==> run_1/final_congestion.png <==
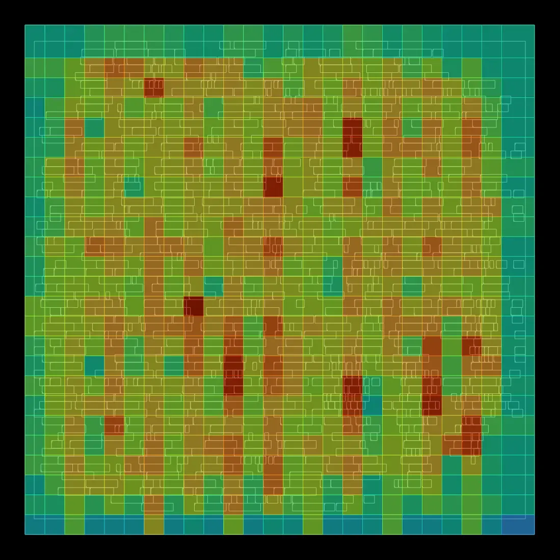
==> run_1/registers.png <==
The bar under the picture is 50 um long. Other sequential cells in the stronger gray, the rest of the logic in the fainter gray.
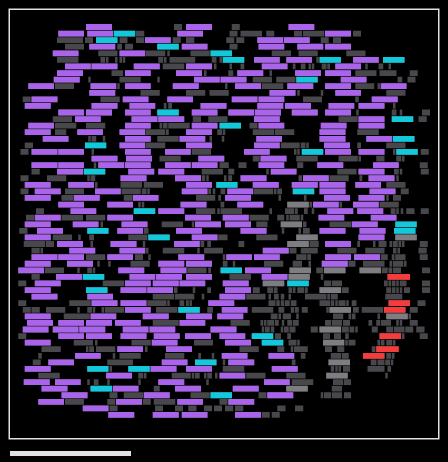
==> run_1/metal_stack.png <==
The bar under the picture is 50 um long. Two of the layers only.
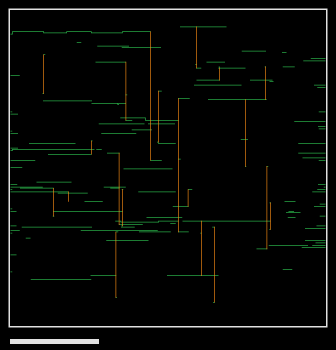
==> src/rtl/ni_flit_tx.sv <==
// Router-port injector: per-VC flit FIFOs, credit flow control, wormhole ordering, round-robin VC interleave.
// Send latency 1 cycle after a flit is at a FIFO front; TX_READY drops when the target FIFO is full.

module ni_flit_tx_fifo #(
    parameter int W     = 35,
    parameter int DEPTH = 4
) (
    input  logic         clk,
    input  logic         rst,
    input  logic         push,
    input  logic [W-1:0] wdata,
    input  logic         pop,
    output logic [W-1:0] rdata,
    output logic         full,
    output logic         empty
);
    localparam int AW = $clog2(DEPTH);

    logic [W-1:0] mem [DEPTH];
    logic [AW:0]  wr_ptr;
    logic [AW:0]  rd_ptr;

    // The extra MSB separates full (MSBs differ) from empty (pointers equal).
    assign full  = (wr_ptr[AW] != rd_ptr[AW]) && (wr_ptr[AW-1:0] == rd_ptr[AW-1:0]);
    assign empty = (wr_ptr == rd_ptr);
    assign rdata = mem[rd_ptr[AW-1:0]];

    always_ff @(posedge clk or posedge rst) begin
        if (rst) begin
            wr_ptr <= '0;
            rd_ptr <= '0;
        end else begin
            if (push) wr_ptr <= wr_ptr + 1'b1;
            if (pop)  rd_ptr <= rd_ptr + 1'b1;
        end
    end

    always_ff @(posedge clk) begin
        if (push) mem[wr_ptr[AW-1:0]] <= wdata;
    end
endmodule

module ni_flit_tx #(
    parameter int FIFO_DEPTH = 4,
    parameter int CREDITS    = 4
) (
    input  logic        clk,
    input  logic        RST,
    input  logic [34:0] TX_DATA,
    input  logic        TX_VALID,
    input  logic        TX_VCH,
    output logic        TX_READY,
    output logic [34:0] ODATA,
    output logic        OVALID,
    output logic        OVCH,
    input  logic [1:0]  IACK,
    input  logic [1:0]  IRDY,
    input  logic [1:0]  ILCK,
    output logic        CREDIT_ERR
);
    localparam int CW = $clog2(CREDITS + 1);
    localparam logic [CW-1:0] CRED_MAX = CW'(CREDITS);

    localparam logic [2:0] T_HEAD = 3'b001;
    localparam logic [2:0] T_BODY = 3'b010;
    localparam logic [2:0] T_TAIL = 3'b011;
    localparam logic [2:0] T_HT   = 3'b100;

    typedef struct packed {
        logic [2:0]  ftype;
        logic [31:0] payload;
    } flit_t;

    typedef enum logic {IDLE, ACTIVE} vc_state_t;

    vc_state_t       state     [2];
    vc_state_t       state_nxt [2];
    logic [CW-1:0]   credit    [2];
    flit_t           front     [2];
    logic [1:0]      full;
    logic [1:0]      empty;
    logic [1:0]      push;
    logic [1:0]      pop;
    logic [1:0]      elig;
    logic            send;
    logic            send_vc;
    logic            rr_ptr;

    assign TX_READY = !full[TX_VCH];

    for (genvar g = 0; g < 2; g++) begin : g_vc
        ni_flit_tx_fifo #(.W(35), .DEPTH(FIFO_DEPTH)) u_fifo (
            .clk   (clk),
            .rst   (RST),
            .push  (push[g]),
            .wdata (TX_DATA),
            .pop   (pop[g]),
            .rdata (front[g]),
            .full  (full[g]),
            .empty (empty[g])
        );
    end

    // A VC whose front flit does not fit its packet state never becomes eligible.
    always_comb begin
        push = '0;
        elig = '0;
        for (int v = 0; v < 2; v++) begin
            push[v] = TX_VALID && !full[v] && (TX_VCH == v[0]);
            elig[v] = !empty[v] && (credit[v] != '0) && IRDY[v] &&
                      ((state[v] == IDLE)
                          ? (((front[v].ftype == T_HEAD) || (front[v].ftype == T_HT)) && !ILCK[v])
                          : ((front[v].ftype == T_BODY) || (front[v].ftype == T_TAIL)));
        end
    end

    always_comb begin
        send    = |elig;
        send_vc = (elig[0] && elig[1]) ? rr_ptr : elig[1];
        pop     = '0;
        pop[send_vc] = send;
    end

    always_comb begin
        for (int v = 0; v < 2; v++) begin
            state_nxt[v] = state[v];
            if (pop[v]) begin
                case (front[v].ftype)
                    T_HEAD:  state_nxt[v] = ACTIVE;
                    T_TAIL:  state_nxt[v] = IDLE;
                    default: state_nxt[v] = state[v];
                endcase
            end
        end
    end

    always_ff @(posedge clk or posedge RST) begin
        if (RST) begin
            state[0] <= IDLE;
            state[1] <= IDLE;
        end else begin
            state[0] <= state_nxt[0];
            state[1] <= state_nxt[1];
        end
    end

    always_ff @(posedge clk or posedge RST) begin
        if (RST) begin
            credit[0]  <= CRED_MAX;
            credit[1]  <= CRED_MAX;
            CREDIT_ERR <= 1'b0;
        end else begin
            for (int v = 0; v < 2; v++) begin
                if (pop[v] && !IACK[v]) begin
                    credit[v] <= credit[v] - CW'(1);
                end else if (!pop[v] && IACK[v]) begin
                    if (credit[v] == CRED_MAX) CREDIT_ERR <= 1'b1;
                    else                       credit[v] <= credit[v] + CW'(1);
                end
            end
        end
    end

    always_ff @(posedge clk or posedge RST) begin
        if (RST) begin
            ODATA  <= '0;
            OVALID <= 1'b0;
            OVCH   <= 1'b0;
            rr_ptr <= 1'b0;
        end else begin
            OVALID <= send;
            if (send) begin
                ODATA  <= front[send_vc];
                OVCH   <= send_vc;
                rr_ptr <= ~send_vc;
            end
        end
    end
endmodule
==> config.mk <==
export PLATFORM = sky130hd
export DESIGN_NAME = ni_flit_tx
export DESIGN_NICKNAME = d
export VERILOG_FILES = /design/src/rtl/ni_flit_tx.sv
export SDC_FILE = /design/constraint.sdc
export NUM_CORES = 1
export LEC_CHECK = 0
export CORE_MARGIN = 3
export CORE_UTILIZATION = 45
export CTS_CLUSTER_DIAMETER = 120
export DETAILED_ROUTE_END_ITERATION = 10
export GPL_ROUTABILITY_DRIVEN = 0
export GPL_TIMING_DRIVEN = 0
export PLACE_DENSITY = 0.59
export SLEW_MARGIN = 20
export SYNTH_ARGS = -nofsm -noshare
export SYNTH_HDL_FRONTEND = slang
export SYNTH_SLANG_ARGS = --single-unit
==> constraint.sdc <==
create_clock -name clk -period 4.8 [get_ports clk]
set_input_delay 0.96 -clock clk [delete_from_list [all_inputs] [get_ports clk]]
set_output_delay 0.96 -clock clk [all_outputs]
set_load 0.1 [all_outputs]
==> impl_metrics.ini, run 1 <==
; generated from flow reports
[outcome]
outcome = completed

[final_layout]
clockNetworkAreaShare_pct = 7.828
largest_reg_flops = 280
clkbuf_count = 46
num-nonclk-buffers = 120
fin_area_um2 = 15780
final_layout_top_logic_cell = edfxtp_1
n_antenna_cell = 0
biggestCellCategory = registers

[yosys]
yosys_warnings = 0
top_area_share_pct = 63.87

[route]
drt_iter0_drc = 376
highest_layer = met5
drc = 0
viasPerCell = 5.407

[clocking]
clk_latency_ns = 0.51

[setup_path]
path_max_fanout = 10
max_stage_delay_ns = 1.17
path_delay_family = buffers and inverters

[die]
io_pins = 84

[final_timing]
fin_tns_setup_ns = 0

[global_route]
busiest_layer = met2

[power]
switchingPower_mw = 3.971
vdd_drop_max_uv = 582.8

[min_path]
hold_path_depth = 1
hold_class = reg -> reg
## Picture notes: final_congestion.png
GR Util All Layers: 18.40%
GR Util met1: 24.35%
met3 Use GR: 3.582%
WL per Instance: 22.48 um
met2 Resource Use GR: 31.46%

## Picture notes: registers.png
Key: red = `credit` [sequential cells 6, where bottom right]; cyan = `ODATA` [sequential cells 35, where all over the die]; purple = `g_vc.u_fifo.mem` [sequential cells 280, where all over the die]

## Picture notes: metal_stack.png
Key: green = met3 [wire length 1460 um]; orange = met4 [wire length 585 um]

## Run 2: what changed since run 1
--- a/config.mk
+++ b/config.mk
@@ -10,7 +10,6 @@
 export CTS_CLUSTER_DIAMETER = 120
 export DETAILED_ROUTE_END_ITERATION = 10
 export GPL_ROUTABILITY_DRIVEN = 0
-export GPL_TIMING_DRIVEN = 0
 export PLACE_DENSITY = 0.59
 export SLEW_MARGIN = 20
 export SYNTH_ARGS = -nofsm -noshare
==> impl_metrics.ini, run 2 <==
; generated from flow reports
[outcome]
outcome = completed

[yosys]
ys_cells = 712
yosys_warnings = 0
xor_share_pct = 1.198
async_flop_share_pct = 17.40
top_area_share_pct = 63.87

[route]
drt_iter0_drc = 418
routedWlPerCell_um = 22.74
highest_layer = met5
drc = 0
viasPerCell = 5.489

[final_layout]
clockNetworkAreaShare_pct = 7.626
final_layout_size_suffix_gt1_share_pct = 19.15
final_layout_top_logic_cell = edfxtp_1
clkbuf_count = 51
biggestCellCategory = registers
num-nonclk-buffers = 102

[setup_path]
crit_path_top_delay_cell = dfrtp_2
worstSetupPathDepth = 12
rrSetupSlack_ns = 1.13
crit_path_end = credit[2]$_DFFE_PP1P_
path_max_fanout = 20
rr_worst_depth = 12

[final_timing]
fin_tns_setup_ns = 0
relSlewSlack_pct = 33.13
clock.fmax_mhz = 272.3

[min_path]
hold_class = reg -> reg
hp-start = CREDIT_ERR$_DFF_PP0_
hold_path_depth = 2

[power]
vdd_drop_max_uv = 457.8
p_comb_mw = 3.78

[global_route]
grt_usage_pct = 18.44
grtUsageMet1_pct = 25.94
met2_usage_pct = 30.35

[clocking]
cts_sinks = 339
clkTransAtPathRegs_ns = 0.06
clk_latency_ns = 0.51

[die]
io_pins = 84
==> run_2/final_congestion.png <==
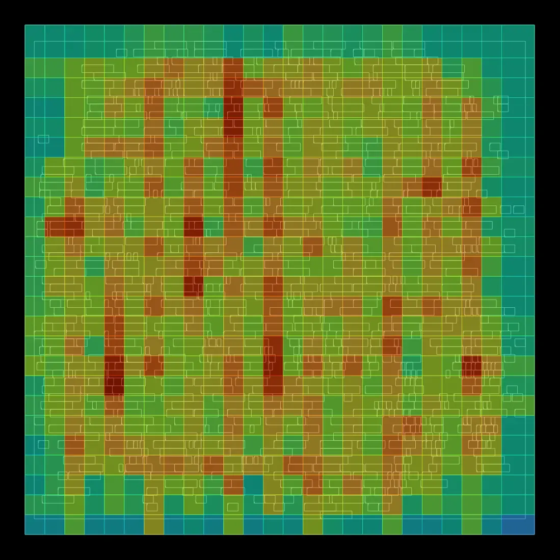
Top Usage Layer GRT: met2
met3 Use GR: 3.518%

==> run_2/cell_classes.png <==
The bar under the picture is 50 um long. Fill, decap, tap and diode cells in gray.
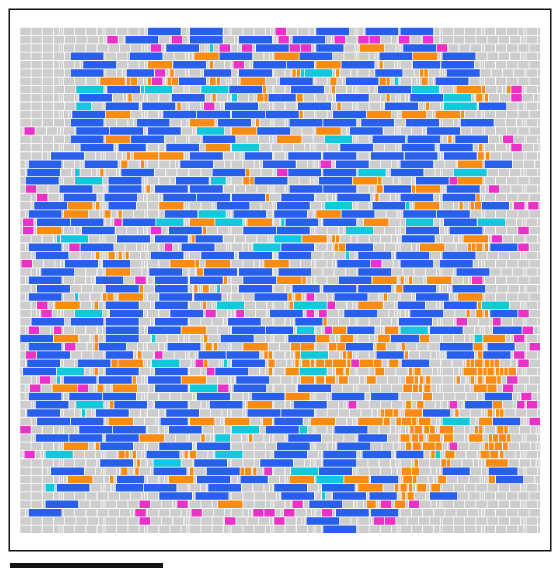
Key: blue = flip-flops [cells 339, share of their area 65%]; magenta = other buffers and delay cells [cells 102, share of their area 6.4%]; orange = all other logic [cells 339, share of their area 21%]; cyan = clock drivers and dummy loads [cells 66, share of their area 7.9%]
fin area: 15650 um2
final core utilization: 55.28%
Seq/total area: 63.20%
Rows: 61
Placeable Area: 28320 um2

==> run_2/registers.png <==
The bar under the picture is 50 um long. Other sequential cells in the stronger gray, the rest of the logic in the fainter gray.
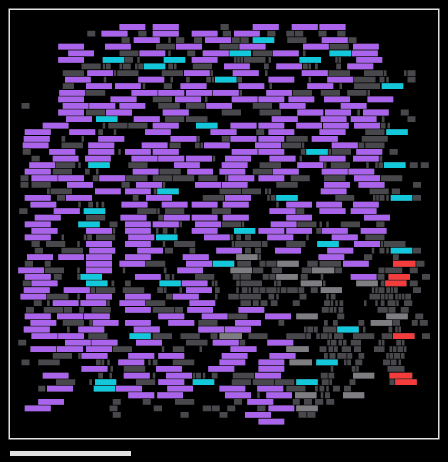
Key: purple = `g_vc.u_fifo.mem` [sequential cells 280, where all over the die]; cyan = `ODATA` [sequential cells 35, where all over the die]; red = `credit` [sequential cells 6]
Another 18 sequential cells are not colored.

## Run 3: what changed since run 2
==> constraint.sdc (replaced) <==
create_clock -name clk -period 3.6 [get_ports clk]
set_input_delay 0.72 -clock clk [delete_from_list [all_inputs] [get_ports clk]]
set_output_delay 0.72 -clock clk [all_outputs]
set_load 0.1 [all_outputs]
==> impl_metrics.ini, run 3 <==
; generated from flow reports
[outcome]
outcome = completed

[setup_path]
max_stage_delay_ns = 0.66
crit_path_top_delay_cell = dfrtp_2
worstSetupPathDepth = 12
crit_path_end = credit[2]$_DFFE_PP1P_
rrSetupSlack_ns = 0.24
rr_worst_depth = 12
path_max_fanout = 15
path_delay_family = AND-OR/OR-AND gates

[final_layout]
final_layout_top_logic_cell = edfxtp_1
seq_share_pct = 62.86
clockNetworkAreaShare_pct = 7.164
fin_area_um2 = 15740
clkbuf_count = 49
biggestCellCategory = registers

[route]
drc = 0
viasPerCell = 5.519
highest_layer = met5
drt_iter0_drc = 486

[yosys]
async_flop_share_pct = 17.40
yosys_warnings = 0
top_area_share_pct = 63.87
xor_share_pct = 1.198

[die]
rows = 61
core_area_um2 = 28320
io_pins = 84

[final_timing]
fin_tns_setup_ns = 0
relSlewSlack_pct = 34.08
clock.fmax_mhz = 297.9

[power]
switchingPower_mw = 5.226
p_comb_mw = 5.15
vdd_drop_max_uv = 617.5

[min_path]
hold_class = reg -> reg
hold_path_depth = 1

[global_route]
grt_usage_pct = 18.23
met2_usage_pct = 30.54

[clocking]
clk_latency_ns = 0.50
==> run_3/metal_stack.png <==
The bar under the picture is 50 um long. Two of the layers only.
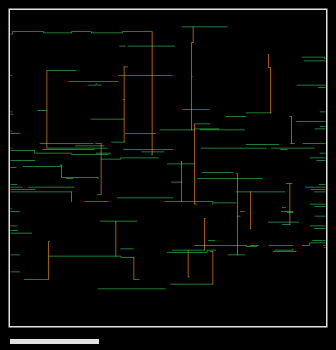
Key: orange = met4 [wire length 562 um]; green = met3 [wire length 1620 um]

==> run_3/registers.png <==
The bar under the picture is 50 um long. Other sequential cells in the stronger gray, the rest of the logic in the fainter gray.
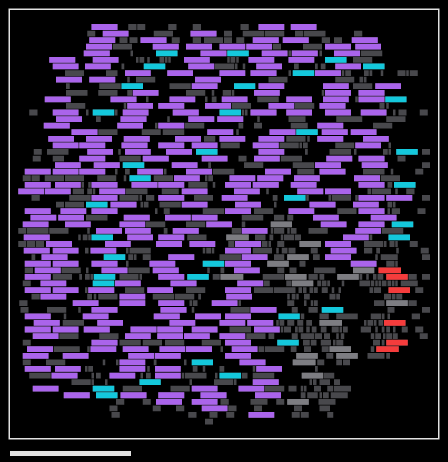
Key: purple = `g_vc.u_fifo.mem` [sequential cells 280, where all over the die]; red = `credit` [sequential cells 6]; cyan = `ODATA` [sequential cells 35, where all over the die]
Another 18 sequential cells are not colored.

==> run_3/final_congestion.png <==
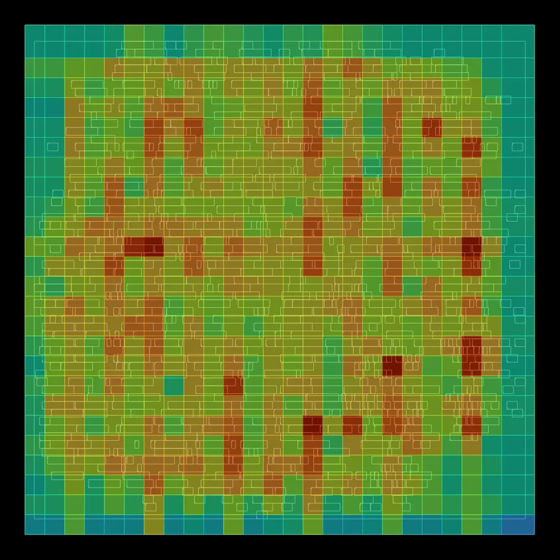
met3 Use GR: 3.582%
WL per Instance: 22.42 um

